File: config.mk
export PLATFORM = sky130hd
export DESIGN_NAME = pend_request_bank
export DESIGN_NICKNAME = d
export VERILOG_FILES = /design/src/rtl/pend_request_bank_pkg.sv /design/src/rtl/pend_slot.sv /design/src/rtl/pend_request_bank.sv
export SDC_FILE = /design/constraint.sdc
export NUM_CORES = 1
export LEC_CHECK = 0
export ABC_AREA = 1
export CORE_MARGIN = 1
export CORE_UTILIZATION = 43
export DETAILED_ROUTE_END_ITERATION = 16
export PLACE_DENSITY = 0.88
export SLEW_MARGIN = 15
export SYNTH_ARGS = -nofsm -noshare
export SYNTH_HDL_FRONTEND = slang
export SYNTH_SLANG_ARGS = --single-unit
export TNS_END_PERCENT = 30
File: constraint.sdc
create_clock -name clk -period 4.2 [get_ports clk]
set_clock_uncertainty 0.2 [all_clocks]
set_input_delay 0.84 -clock clk [delete_from_list [all_inputs] [get_ports clk]]
set_output_delay 0.84 -clock clk [all_outputs]
set_load 0.05 [all_outputs]
File: src/rtl/pend_request_bank_pkg.sv
// Shared types and helpers for the pending request bank.
package pend_request_bank_pkg;

  typedef enum logic {
    SLOT_EMPTY = 1'b0,
    SLOT_FULL  = 1'b1
  } slot_state_e;

  localparam int AGE_LIMIT_DEFAULT = 15;

  // Index width for n slots; a single slot still gets a one-bit index.
  function automatic int calc_idx_w(input int n);
    return (n > 1) ? $clog2(n) : 1;
  endfunction

endpackage

File: src/rtl/pend_slot.sv
// One request slot: EMPTY/FULL state, payload register and, with PEND_AGE_EN
// defined, a saturating age counter that flags the slot once it has waited too long.
module pend_slot
  import pend_request_bank_pkg::*;
#(
  parameter int DATA_WIDTH = 32
`ifdef PEND_AGE_EN
  , parameter int AGE_LIMIT = AGE_LIMIT_DEFAULT
`endif
) (
  input  logic                  clk,
  input  logic                  rst_n,
  input  logic                  load,
  input  logic                  pop,
  input  logic [DATA_WIDTH-1:0] load_data,
  output slot_state_e           state,
  output logic [DATA_WIDTH-1:0] data,
  output logic                  aged
);

  slot_state_e state_nxt;

  always_ff @(posedge clk or negedge rst_n) begin
    if (!rst_n) state <= SLOT_EMPTY;
    else        state <= state_nxt;
  end

  // A load on the same edge as a pop wins: the slot stays FULL with new data.
  always_comb begin
    state_nxt = state;
    if (load)     state_nxt = SLOT_FULL;
    else if (pop) state_nxt = SLOT_EMPTY;
  end

  always_ff @(posedge clk or negedge rst_n) begin
    if (!rst_n)    data <= '0;
    else if (load) data <= load_data;
  end

`ifdef PEND_AGE_EN
  localparam int AGE_W = $clog2(AGE_LIMIT + 1);
  logic [AGE_W-1:0] age;

  always_ff @(posedge clk or negedge rst_n) begin
    if (!rst_n)
      age <= '0;
    else if (load || pop)
      age <= '0;
    else if (state == SLOT_FULL && age != AGE_W'(AGE_LIMIT))
      age <= age + 1'b1;
  end

  assign aged = (state == SLOT_FULL) && (age == AGE_W'(AGE_LIMIT));
`else
  assign aged = 1'b0;
`endif

endmodule

File: src/rtl/pend_request_bank.sv
// Per-source holding bank feeding a priority multiplexer's select/data inputs.
// Optional anti-starvation aging is enabled by defining PEND_AGE_EN.
module pend_request_bank
  import pend_request_bank_pkg::*;
#(
  parameter  int SEL_WIDTH  = 4,
  parameter  int DATA_WIDTH = 32,
  parameter  int AGE_LIMIT  = AGE_LIMIT_DEFAULT,
  localparam int IDX_W      = calc_idx_w(SEL_WIDTH)
) (
  input  logic                            clk,
  input  logic                            rst_n,
  input  logic [SEL_WIDTH-1:0]            in_valid,
  input  logic [SEL_WIDTH*DATA_WIDTH-1:0] in_data,
  output logic [SEL_WIDTH-1:0]            in_ready,
  output logic [SEL_WIDTH-1:0]            pend_valid,
  output logic [SEL_WIDTH*DATA_WIDTH-1:0] pend_data,
  input  logic                            pop,
  input  logic [IDX_W-1:0]                pop_idx,
  output logic [IDX_W:0]                  occupancy,
  output logic                            err_pop
);

  if (AGE_LIMIT < 1) begin : g_bad_age_limit
    $error("pend_request_bank: AGE_LIMIT must be at least 1");
  end

  slot_state_e          slot_state [SEL_WIDTH];
  logic [SEL_WIDTH-1:0] full_vec;
  logic [SEL_WIDTH-1:0] pop_sel;
  logic [SEL_WIDTH-1:0] load_vec;
  logic [SEL_WIDTH-1:0] aged_vec;
  logic                 pop_valid;
  logic [IDX_W:0]       occ_nxt;

  // Handshake: a source transfers on in_valid[i] & in_ready[i]; in_ready depends
  // only on slot state and the pop in the same cycle, never on in_valid.
  for (genvar i = 0; i < SEL_WIDTH; i++) begin : g_slot
    assign full_vec[i] = (slot_state[i] == SLOT_FULL);
    assign pop_sel[i]  = pop && (pop_idx == IDX_W'(i));
    assign in_ready[i] = !full_vec[i] || pop_sel[i];
    assign load_vec[i] = in_valid[i] && in_ready[i];

    pend_slot #(
      .DATA_WIDTH(DATA_WIDTH)
`ifdef PEND_AGE_EN
      , .AGE_LIMIT(AGE_LIMIT)
`endif
    ) u_slot (
      .clk       (clk),
      .rst_n     (rst_n),
      .load      (load_vec[i]),
      .pop       (pop_sel[i] && full_vec[i]),
      .load_data (in_data[i*DATA_WIDTH +: DATA_WIDTH]),
      .state     (slot_state[i]),
      .data      (pend_data[i*DATA_WIDTH +: DATA_WIDTH]),
      .aged      (aged_vec[i])
    );
  end

  assign pop_valid = |(pop_sel & full_vec);

  // Aged slots, when present, hide every younger slot from the mux.
  assign pend_valid = (|aged_vec) ? aged_vec : full_vec;

  always_comb begin
    occ_nxt = occupancy;
    for (int i = 0; i < SEL_WIDTH; i++)
      occ_nxt = occ_nxt + {{IDX_W{1'b0}}, load_vec[i]};
    if (pop_valid)
      occ_nxt = occ_nxt - 1'b1;
  end

  always_ff @(posedge clk or negedge rst_n) begin
    if (!rst_n) begin
      occupancy <= '0;
      err_pop   <= 1'b0;
    end else begin
      occupancy <= occ_nxt;
      err_pop   <= pop && !pop_valid;
    end
  end

endmodule

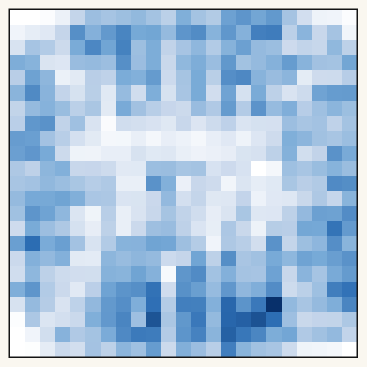
(images/route_heat.png)
Scale: 3 px per um. The die is cut into 23 by 23 equal tiles; white is low, dark blue is high, scaled to the fullest tile. Values are wire area over tile area, all layers added.
mean over tiles	0.19
nearly empty tiles	1.9%
emptiest ninth of the die	centre
WL/cell: 14.7 um
Vias: 5,031
wirelength, routed: 15,600 um
Total GRT Usage: 24.4%

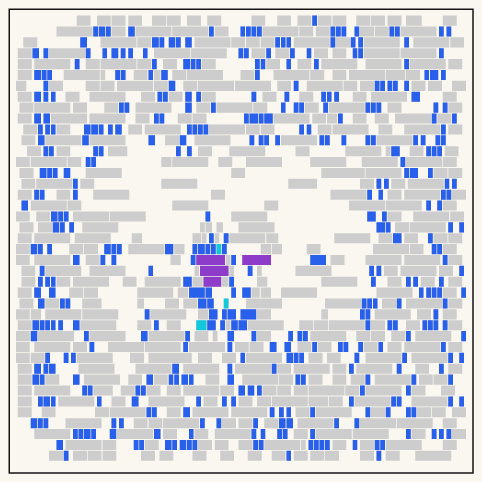
(images/gates.png)
Scale: 4 px per um.
colour	family	cells
blue	nand cells	417
cyan	nor cells	3
purple	fa/ha/maj cells	4
Post-Layout Cell Count: 1,066
logic share of the area: 20.4%
Commonest Layout Cell: nand2_1

==> impl_metrics.tcl <==
# collected from the flow reports
set metrics [dict create \
    p_leak_uw 0.00439 \
    r2r_slack_ns 1.32 \
    cts_tree "yes" \
    cts.sinks 136 \
    clkCellAreaFrac_pct 6.66 \
    ir_drop_mv 0.414 \
    setup_tns_ns 0 \
    comb_cells 428 \
    gp_congestion 0.757 \
    hold_class "input port to asynchronous set/reset pin" \
    powerDensity_nw_per_um2 801 \
    yosys_warnings 0 \
    timing.rr.start "g_slot[0].u_slot.state$_DFFE_PN0P_" \
    htree_levels 4 \
    drc 0 \
    critPathArrivalTime_ns 3.72 \
    ys_area_um2 5540 \
    outcome "finished, final reports clean" \
    bufAreaShareNonClock_pct 31.9 \
    cts_buffers 17 \
    first_pass_iters 4 \
    register_area_um2 3400 \
    grt_pass1_vias 4908 \
    max_freq_mhz 276 \
    root_buffer "clkbuf_16" \
    avgViaCountPerCell 4.72 \
    most-common-layout-cells "328 x nand2_1, 273 x clkdlybuf4s50_1, 136 x dfrtp_1" \
    cts_resized 0 \
    area_delta_synth_final_pct 61.3 \
    synth_nets 753 \
    required_ns 4.29 \
    timing.slew.headroom_pct 57.3 \
    crit_top_cell "inv_1" \
    postSynthAreaPerCell_um2 9.06 \
    path_clk_slew_ns 0.05 \
    largest_cell_class "sequential cells" \
    path_buffers 6 \
    worst-path-stages 18 \
    comb_area_um2 1830 \
    num-fill-cells 970 \
    antenna_found_initial 0 \
    signal_buffers 287 \
    postCtsSetupBuffers 0 \
    regToRegEndpoint "occupancy[2]$_DFF_PN0_" \
    period_used_pct 86.2 \
    drtIter0Drc 334 \
    globalRouteOverflowTotal 0 \
    inverters 11 \
    dp_hpwl_um 11000 \
    insertion_delay_ns 0.42 \
    synth_area_um2 5540 \
    syn-instance-count 612 \
    yosys.cell_types.count 20 \
    worstRegToRegCells 15 \
    grt_max_degree 70 \
    sh_seq_area_pct 38.1 \
    synth-cells-yosys 612 \
    fp-utilization_pct 44.1 \
    grt_pass1_wl_um 24500 \
    drv_slew 0 \
    period_needed_ns 3.62 \
    path_max_fanout 6 \
    row_count 41 \
    die-height_um 116 \
    core_area_um2 12600 \
    tap_cells 172 \
    drv_cap 0 \
    startpoint "pop_idx[0]" \
    cpPeakStageDelay_ns 0.56 \
    crit_path_start_kind "input port" \
    layout-drive-gt1-share_pct 7.05 \
    ant_nets 0 \
    cp_cell_sequence "clkdlybuf4s50_1 -> nor2_1 -> nand2_1 -> nand2_2 -> nand2_4 -> inv_6 -> fa_1 -> inv_1 -> fa_1 -> inv_1 -> fa_1 -> inv_1 -> ha_1 -> inv_1 -> nand3_1 -> nand2_1 -> o21ai_0 -> nand2_1" \
    num_antenna_cells 0 \
    hold_buffers 0 \
    critPathSlowestCell "clkdlybuf4s50_1" \
]
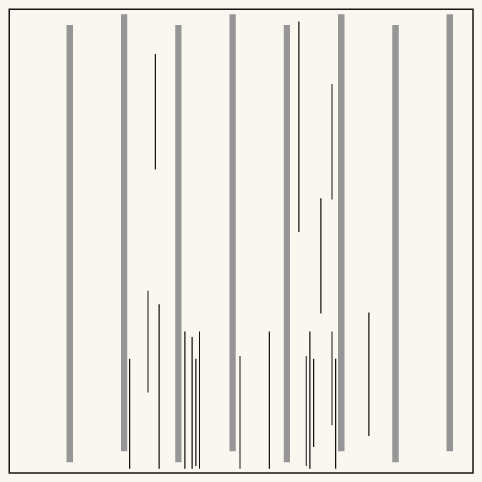
(images/m4.png)
Scale: 4 px per um. Supply wires on this layer in grey.
main direction	vertical
longest straight run	52.4 um
wire length on this layer	584 um

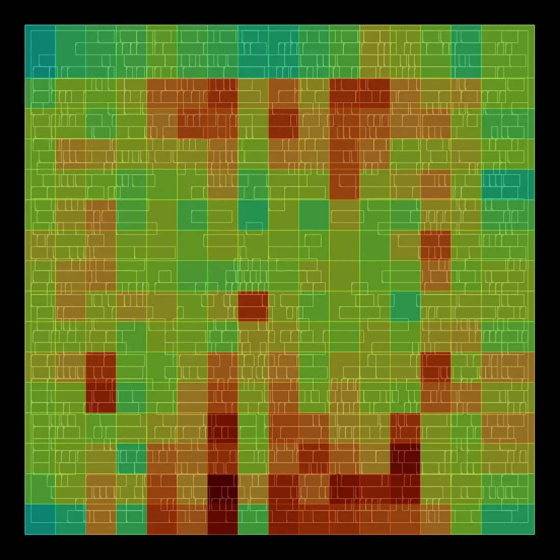
(images/congestion_map.png)
Util after Layout: 71.1%
Most Crowded Layer GR: met2
met2 usage: 39.4%

## cell usage after synthesis
master,instances,area share [%]
ha_1,1,0.23
buf_2,7,0.63
buf_6,5,1.0
buf_4,17,2.3
o21ai_0,3,0.27
nor2_1,2,0.14
clkbuf_1,7,0.47
nand2_4,3,0.61
buf_12,1,0.36
inv_1,9,0.61
nand3_1,69,6.2
or2_2,1,0.11
nand2_1,328,22
fa_1,3,1.1
dfrtp_1,136,61
nand4_1,3,0.34
inv_6,1,0.16
nor3b_1,1,0.14
inv_4,1,0.11
nand2_2,14,1.6
## logic make-up after synthesis
family / synth area share [%]
fa+ha+maj: 1.31
simple gates: 31.4
compound gates: 0.271
flops: 61.4
buf+inv: 5.67
## flip-flops by register name, indices dropped and copies added, names as in the netlist
name	count
err_pop	1
g_slot.u_slot.state	4
occupancy	3
g_slot.u_slot.data	128
## through the flow
step / setup WS [ns] / total power, uW / std cells / instance area [um2] / hold WS, ns
after detailed placement: 0.160 / 5710 / 1034 / 8350 / 0.258
final: 0.578 / 7170 / 1066 / 8940 / 0.218
after CTS: 0.581 / 7220 / 1066 / 8940 / 0.239
after floorplan: 0.433 / 4390 / 612 / 5540 / 0.344
after global routing: 0.327 / 7530 / 1066 / 8940 / 0.256
after global placement: 0.239 / 5640 / 1034 / 8350 / 0.253
## metal layers
metal | vias up | GRT usage [%] | routed length, um
li1 | 2430 | - | -
met1 | 2365 | 28.6 | 6130
met2 | 196 | 39.4 | 7750
met3 | 40 | 7.58 | 1170
met4 | 0 | 14.9 | 584
met5 | - | 0 | 0
## power by group
group	leakage (uW)	switching, uW	internal (uW)
Combinational	0.00243	2480	1170
Sequential	0.00168	260	1780
Clock	0.000289	535	950
Total	0.00439	3270	3900
Power figures rest on the tool's default switching activity, not on a simulated workload.
